Power grid:
Scale bar: 20 um. Pins as bars on the die edge. Tap cells in grey.
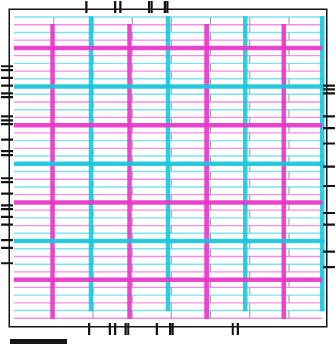
Placement by cell class:
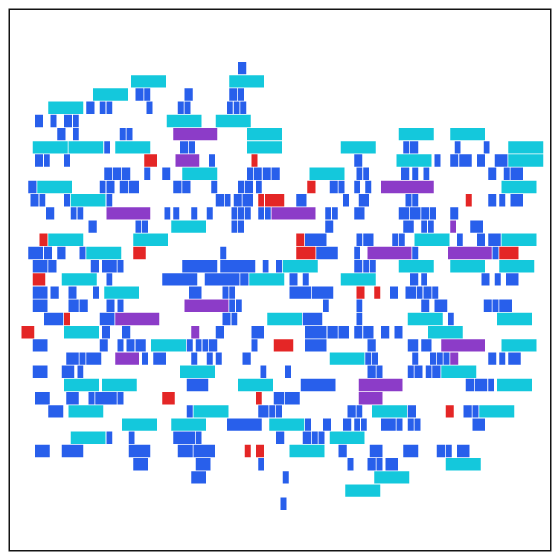
Clock network drawn from the DEF:
Scale bar: 20 um.
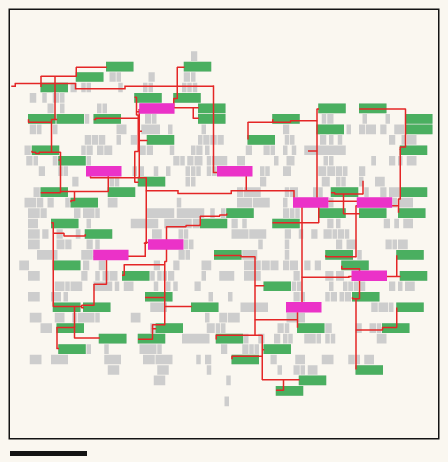
Routed metal, one colour a layer:
Scale bar: 20 um. Two of the layers only.
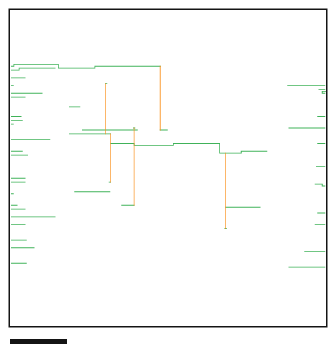
## src/rtl/seq_chunk_adder_pkg.sv

```systemverilog
// Shared types and helpers for the multi-cycle chunked carry adder.
package seq_chunk_adder_pkg;

  typedef enum logic [1:0] {
    IDLE = 2'd0,
    BUSY = 2'd1,
    DONE = 2'd2
  } state_t;

  function automatic int ceil_div(input int n, input int d);
    return (n + d - 1) / d;
  endfunction

endpackage

```

## src/rtl/seq_chunk_adder_chunk.sv

```systemverilog
// Combinational ripple adder over one CHUNK-bit slice; also exposes the
// carry into its MSB so the caller can derive signed overflow.
module chunk_carry_adder #(
  parameter int CHUNK = 4
) (
  input  logic [CHUNK-1:0] x,
  input  logic [CHUNK-1:0] y,
  input  logic             cin,
  output logic [CHUNK-1:0] s,
  output logic             cout,
  output logic             c_msb
);

  logic [CHUNK:0] c;

  always_comb begin
    c    = '0;
    s    = '0;
    c[0] = cin;
    for (int i = 0; i < CHUNK; i++) begin
      s[i]   = x[i] ^ y[i] ^ c[i];
      c[i+1] = (x[i] & y[i]) | (c[i] & (x[i] ^ y[i]));
    end
  end

  assign cout  = c[CHUNK];
  assign c_msb = c[CHUNK-1];

endmodule

```

## src/rtl/seq_chunk_adder.sv

```systemverilog
// Multi-cycle add/sub: one CHUNK-bit slice per clock with the carry held
// in a register between slices, valid/ready on both sides.
//
//   state | meaning
//   IDLE  | in_ready=1, waiting for operands
//   BUSY  | adding slice idx, one slice per clock
//   DONE  | out_valid=1, result held until out_ready
module seq_chunk_adder
  import seq_chunk_adder_pkg::*;
#(
  parameter int WIDTH = 14,
  parameter int CHUNK = 4
) (
  input  logic             clk,
  input  logic             rst,
  input  logic             in_valid,
  output logic             in_ready,
  input  logic [WIDTH-1:0] a,
  input  logic [WIDTH-1:0] b,
  input  logic             sub,
  output logic             out_valid,
  input  logic             out_ready,
  output logic [WIDTH-1:0] sum,
  output logic             cout,
  output logic             ovf
);

  localparam int NCHUNK    = ceil_div(WIDTH, CHUNK);
  localparam int PADW      = NCHUNK * CHUNK;
  localparam int LAST_BITS = WIDTH - (NCHUNK - 1) * CHUNK;
  localparam int IDXW      = (NCHUNK > 1) ? $clog2(NCHUNK) : 1;
  localparam logic [IDXW-1:0] LAST_IDX = IDXW'(NCHUNK - 1);

  state_t           state_q, state_d;
  logic [PADW-1:0]  a_q, b_q, wrk_q, wrk_d;
  logic [IDXW-1:0]  idx_q;
  logic             carry_q;
  logic [WIDTH-1:0] sum_q;
  logic             cout_q, ovf_q;

  logic [CHUNK-1:0] x, y, s;
  logic             ch_cout, ch_cmsb;
  logic             fin_cout, fin_cin_msb;

  // Operands are zero-padded to a whole number of slices, which masks the
  // unused upper bits of a partial last slice.
  assign x = a_q[int'(idx_q) * CHUNK +: CHUNK];
  assign y = b_q[int'(idx_q) * CHUNK +: CHUNK];

  chunk_carry_adder #(.CHUNK(CHUNK)) u_chunk (
    .x    (x),
    .y    (y),
    .cin  (carry_q),
    .s    (s),
    .cout (ch_cout),
    .c_msb(ch_cmsb)
  );

  // With a partial last slice the real carry-out lands in sum bit LAST_BITS
  // (padding bits are zero), and the carry into bit WIDTH-1 is recovered
  // from that bit's sum and operands.
  generate
    if (LAST_BITS < CHUNK) begin : g_partial
      logic c_msb_unused;
      assign c_msb_unused = ch_cmsb;
      assign fin_cout     = s[LAST_BITS];
      assign fin_cin_msb  = s[LAST_BITS-1] ^ x[LAST_BITS-1] ^ y[LAST_BITS-1];
    end else begin : g_full
      assign fin_cout    = ch_cout;
      assign fin_cin_msb = ch_cmsb;
    end
  endgenerate

  always_comb begin
    wrk_d = wrk_q;
    wrk_d[int'(idx_q) * CHUNK +: CHUNK] = s;
  end

  always_comb begin
    state_d = state_q;
    case (state_q)
      IDLE:    if (in_valid) state_d = BUSY;
      BUSY:    if (idx_q == LAST_IDX) state_d = DONE;
      DONE:    if (out_ready) state_d = IDLE;
      default: state_d = IDLE;
    endcase
  end

  always_ff @(posedge clk) begin
    if (rst) begin
      state_q <= IDLE;
      idx_q   <= '0;
      carry_q <= 1'b0;
      a_q     <= '0;
      b_q     <= '0;
      wrk_q   <= '0;
      sum_q   <= '0;
      cout_q  <= 1'b0;
      ovf_q   <= 1'b0;
    end else begin
      state_q <= state_d;
      case (state_q)
        IDLE: begin
          if (in_valid) begin
            a_q     <= PADW'(a);
            b_q     <= PADW'(b ^ {WIDTH{sub}});
            carry_q <= sub;
            idx_q   <= '0;
            wrk_q   <= '0;
          end
        end
        BUSY: begin
          wrk_q   <= wrk_d;
          carry_q <= ch_cout;
          if (idx_q == LAST_IDX) begin
            idx_q  <= '0;
            sum_q  <= wrk_d[WIDTH-1:0];
            cout_q <= fin_cout;
            ovf_q  <= fin_cin_msb ^ fin_cout;
          end else begin
            idx_q <= idx_q + 1'b1;
          end
        end
        default: ;
      endcase
    end
  end

  assign in_ready  = (state_q == IDLE);
  assign out_valid = (state_q == DONE);
  assign sum       = sum_q;
  assign cout      = cout_q;
  assign ovf       = ovf_q;

endmodule
```

## config.mk

```make
export PLATFORM = sky130hd
export DESIGN_NAME = seq_chunk_adder
export DESIGN_NICKNAME = d
export VERILOG_FILES = /design/src/rtl/seq_chunk_adder_pkg.sv /design/src/rtl/seq_chunk_adder_chunk.sv /design/src/rtl/seq_chunk_adder.sv
export SDC_FILE = /design/constraint.sdc
export NUM_CORES = 1
export LEC_CHECK = 0
export ABC_AREA = 1
export ABC_CLOCK_PERIOD_IN_PS = 7100
export CORE_MARGIN = 1
export CORE_UTILIZATION = 26
export CTS_CLUSTER_SIZE = 25
export DETAILED_ROUTE_END_ITERATION = 16
export DONT_BUFFER_PORTS = 1
export GPL_TIMING_DRIVEN = 0
export PLACE_DENSITY = 0.43
export SYNTH_ARGS = -nofsm -noshare
export SYNTH_HDL_FRONTEND = slang
export SYNTH_SLANG_ARGS = --single-unit
```

## constraint.sdc

```tcl
create_clock -name clk -period 7.1 [get_ports clk]
set_input_delay 2.13 -clock clk [delete_from_list [all_inputs] [get_ports clk]]
set_output_delay 2.13 -clock clk [all_outputs]
set_load 0.02 [all_outputs]
```

==> flow_summary.json <==
{
  "topCellsByArea": "dfxtp_1, nand2_1, nor2_1",
  "hold_violations": 0,
  "worstReg2RegStart": "idx_q[0]",
  "setup_viol": 0,
  "holdCritPathClass": "register to register",
  "drive_above_1_share_pct": 11.7,
  "drcViolationCount": 4,
  "r2r-end": "wrk_q[11]",
  "fmax_mhz": 281,
  "yosys_most_used_dff": "dfxtp_1",
  "post_cts_buffers": 0,
  "ys_sh_simple_pct": 18.1,
  "crit_fanout": 12,
  "grt.total_usage_pct": 14.0,
  "via_per_inst": 4.62,
  "rows": 39,
  "hold_depth": 2,
  "gp_congestion": 0.768,
  "grt_pass1_wl_um": 13300,
  "drv_slew": 0,
  "r2r_slack_ps": 3540,
  "hp-start": "b_q[7]",
  "hold_end": "b_q[7]",
  "async_reset_ff_share_pct": 0,
  "htreeDepth": 3,
  "warning_count": 31,
  "synthXorXnorAreaFrac_pct": 3.95,
  "routedWlPerCell_um": 14.1,
  "relSlewSlack_pct": 61.2,
  "status": "finished, violations left",
  "drv_cap": 0,
  "worstRegToRegCells": 13,
  "slowest_delay_ps": 590,
  "cts_sinks": 63,
  "p_per_area_nw_per_um2": 279,
  "core_region_area_um2": 11500,
  "dr.pass1.iters": 10,
  "power.total_mw": 1.00,
  "fin_cells": 553,
  "rsz0062_at_grt": "no",
  "synthCells": 394,
  "postRouteAntennaNets": 0,
  "path_cells": "buf_6, inv_4, buf_2, o21ai_0, o22ai_1, fa_1, fa_1, fa_1, fa_1, nand2_1, o22ai_1, nand2_1, a21oi_1",
  "cts_buffers": 9,
  "antenna_found_initial": 0,
  "wl_um": 7820,
  "die_w_um": 111,
  "area_delta_synth_final_pct": 15.8,
  "post-dp-hpwl_um": 5850,
  "cp_common_cell": "fa_1",
  "cp-end-kind": "register",
  "cts-resized-gates": 0,
  "yosysTopAreaCell": "dfxtp_1",
  "ir_drop_mv": 0.110,
  "io_buffer_count": 0,
  "diodes": 0,
  "clk_pin_slew_ps": 50,
  "syn_area_um2": 3100,
  "yosys_warnings": 0,
  "period_used_pct": 50.2,
  "die_y_um": 111,
  "grt_max_degree": 13,
  "fin_skew_ps": 5.06,
  "clock-root-buffer": "clkbuf_16",
  "synthTopCellsByCount": "dfxtp_1, nand2_1, nor2_1",
  "cts_tree": "yes",
  "syn_nets": 437,
  "nNetsFinal": 448,
  "yosysMostFrequentCell": "dfxtp_1",
  "seq_area_frac_synth_pct": 40.6,
  "adder_share_pct": 5.00,
  "placed_cells": 537,
  "first_global_vias": 2586,
  "cp.arrival_ps": 3810,
  "logic_family": "AND-OR/OR-AND gates",
  "ys_sh_mux_pct": 0,
  "violations": "design-rule violations",
  "io_pins": 51,
  "ys_types": 32,
  "crit_type": "register to register",
  "syn_area_per_cell_um2": 7.88,
  "edf_count": 0,
  "power.leakage_nw": 1.46,
  "clock.latency.late_pin_ps": 320,
  "cp_data_required_time_ps": 7350,
  "grt-ovfl-total": 0
}
-- 'power grid' (at the start) --
colour	net
cyan	VDD
magenta	VSS
met4 straps	8
rows	39

-- 'placement by cell class' (at the start) --
colour	class	cells
red	other buffers and delay cells	22
purple	clock drivers and dummy loads	16
cyan	flip-flops	63
blue	all other logic	309

-- 'clock network drawn from the DEF' (at the start) --
[red] clock wires | length: 928 um
[magenta] cells driving clock nets | count: 9
[green] flip-flops | count: 63
routed clock nets	10

-- 'routed metal, one colour a layer' (at the start) --
colour	layer	wire length
green	met3	379 um
orange	met4	111 um

[through the flow]
| step | util (%) | cell area [um^2] | hold slack (ps) | worst slack (ps) |
|---|---|---|---|---|
| finish | 31.2 | 3590 | 453 | 3540 |
| global route | 31.2 | 3590 | 472 | 3300 |
| detailed placement | 28.5 | 3280 | 446 | 3570 |
| global placement | 28.5 | 3280 | 442 | 3580 |
| CTS | 31.2 | 3590 | 455 | 3540 |
| floorplan | - | 3100 | 429 | 4000 |
[per-layer routing]
| metal | part of all wire, % | track usage [%] | vias up |
|---|---|---|---|
| met5 | 0 | 0 | - |
| met4 | 1.4 | 4.59 | 0 |
| met3 | 4.8 | 4.48 | 12 |
| met2 | 46 | 22.4 | 50 |
| met1 | 48 | 17.8 | 1176 |
| li1 | - | - | 1317 |
[placed cells by master (no fill, tap or decap), drive strengths merged]
master  count
dfxtp      63
nand2      57
nor2       56
o21ai      46
inv        44
a21oi      26
clkbuf     20
o21a       15
buf        15
nand3      13
o22ai      11
a211oi     11
xnor2      10
ha          6
xor2        4
fa          4
nand4       3
a221oi      2
clkinv      2
a22oi       1
bufinv      1
[area by class of cell]
class / instances / area, um^2 / share of cell area, %
multi-input cells: 265 / 1520 / 42.3
flip-flops and latches: 63 / 1260 / 35.1
clock buffers: 13 / 270 / 7.52
inverters: 44 / 183 / 5.08
well taps: 143 / 179 / 4.98
plain buffers: 22 / 139 / 3.86
clock inverters: 3 / 40.0 / 1.11
[cell families (layout without fill, tap and decap cells)]
group                    Yosys count  in the layout
XOR/XNOR                          14             14
flip-flops                        63             63
AND/OR/NAND/NOR                  129            129
adder cells (fa/ha/maj)           10             10
AND-OR/OR-AND                    112            112
buffers and inverters             66             82
[how the worst max path moves through the flow]
stage                     slack (ps)         to  cells past startpoint  startpoint
after floorplan                 4000   wrk_q[7]                     13    idx_q[0]
after global placement          3580  wrk_q[11]                     13    idx_q[0]
after detailed placement        3570   wrk_q[7]                     13    idx_q[0]
after CTS                       3540  wrk_q[11]                     13    idx_q[0]
after global routing            3300   wrk_q[7]                     13    idx_q[0]
final                           3540  wrk_q[11]                     13    idx_q[0]
[critical path, delay by kind of cell, from the launching register on]
| family | cells | cell delay [ps] |
|---|---|---|
| fa+ha+maj | 4 | 1770 |
| compound gates | 4 | 680 |
| buf+inv | 3 | 460 |
| flops | 1 | 400 |
| simple gates | 2 | 170 |
[flip-flops by register name (all words and copies together) (netlist names)]
register and count:
a_q 14, b_q 14, carry_q 1, cout 1, idx_q 2, ovf 1, state_q 2, sum 14
wrk_q 14
[power breakdown]
group	switching, mW	total [mW]	leakage [nW]	internal [mW]
clock	0.151	0.450	0.156	0.299
combinational	0.109	0.169	0.789	0.0605
sequential	0.0102	0.383	0.515	0.373
Power figures rest on the tool's default switching activity, not on a simulated workload.
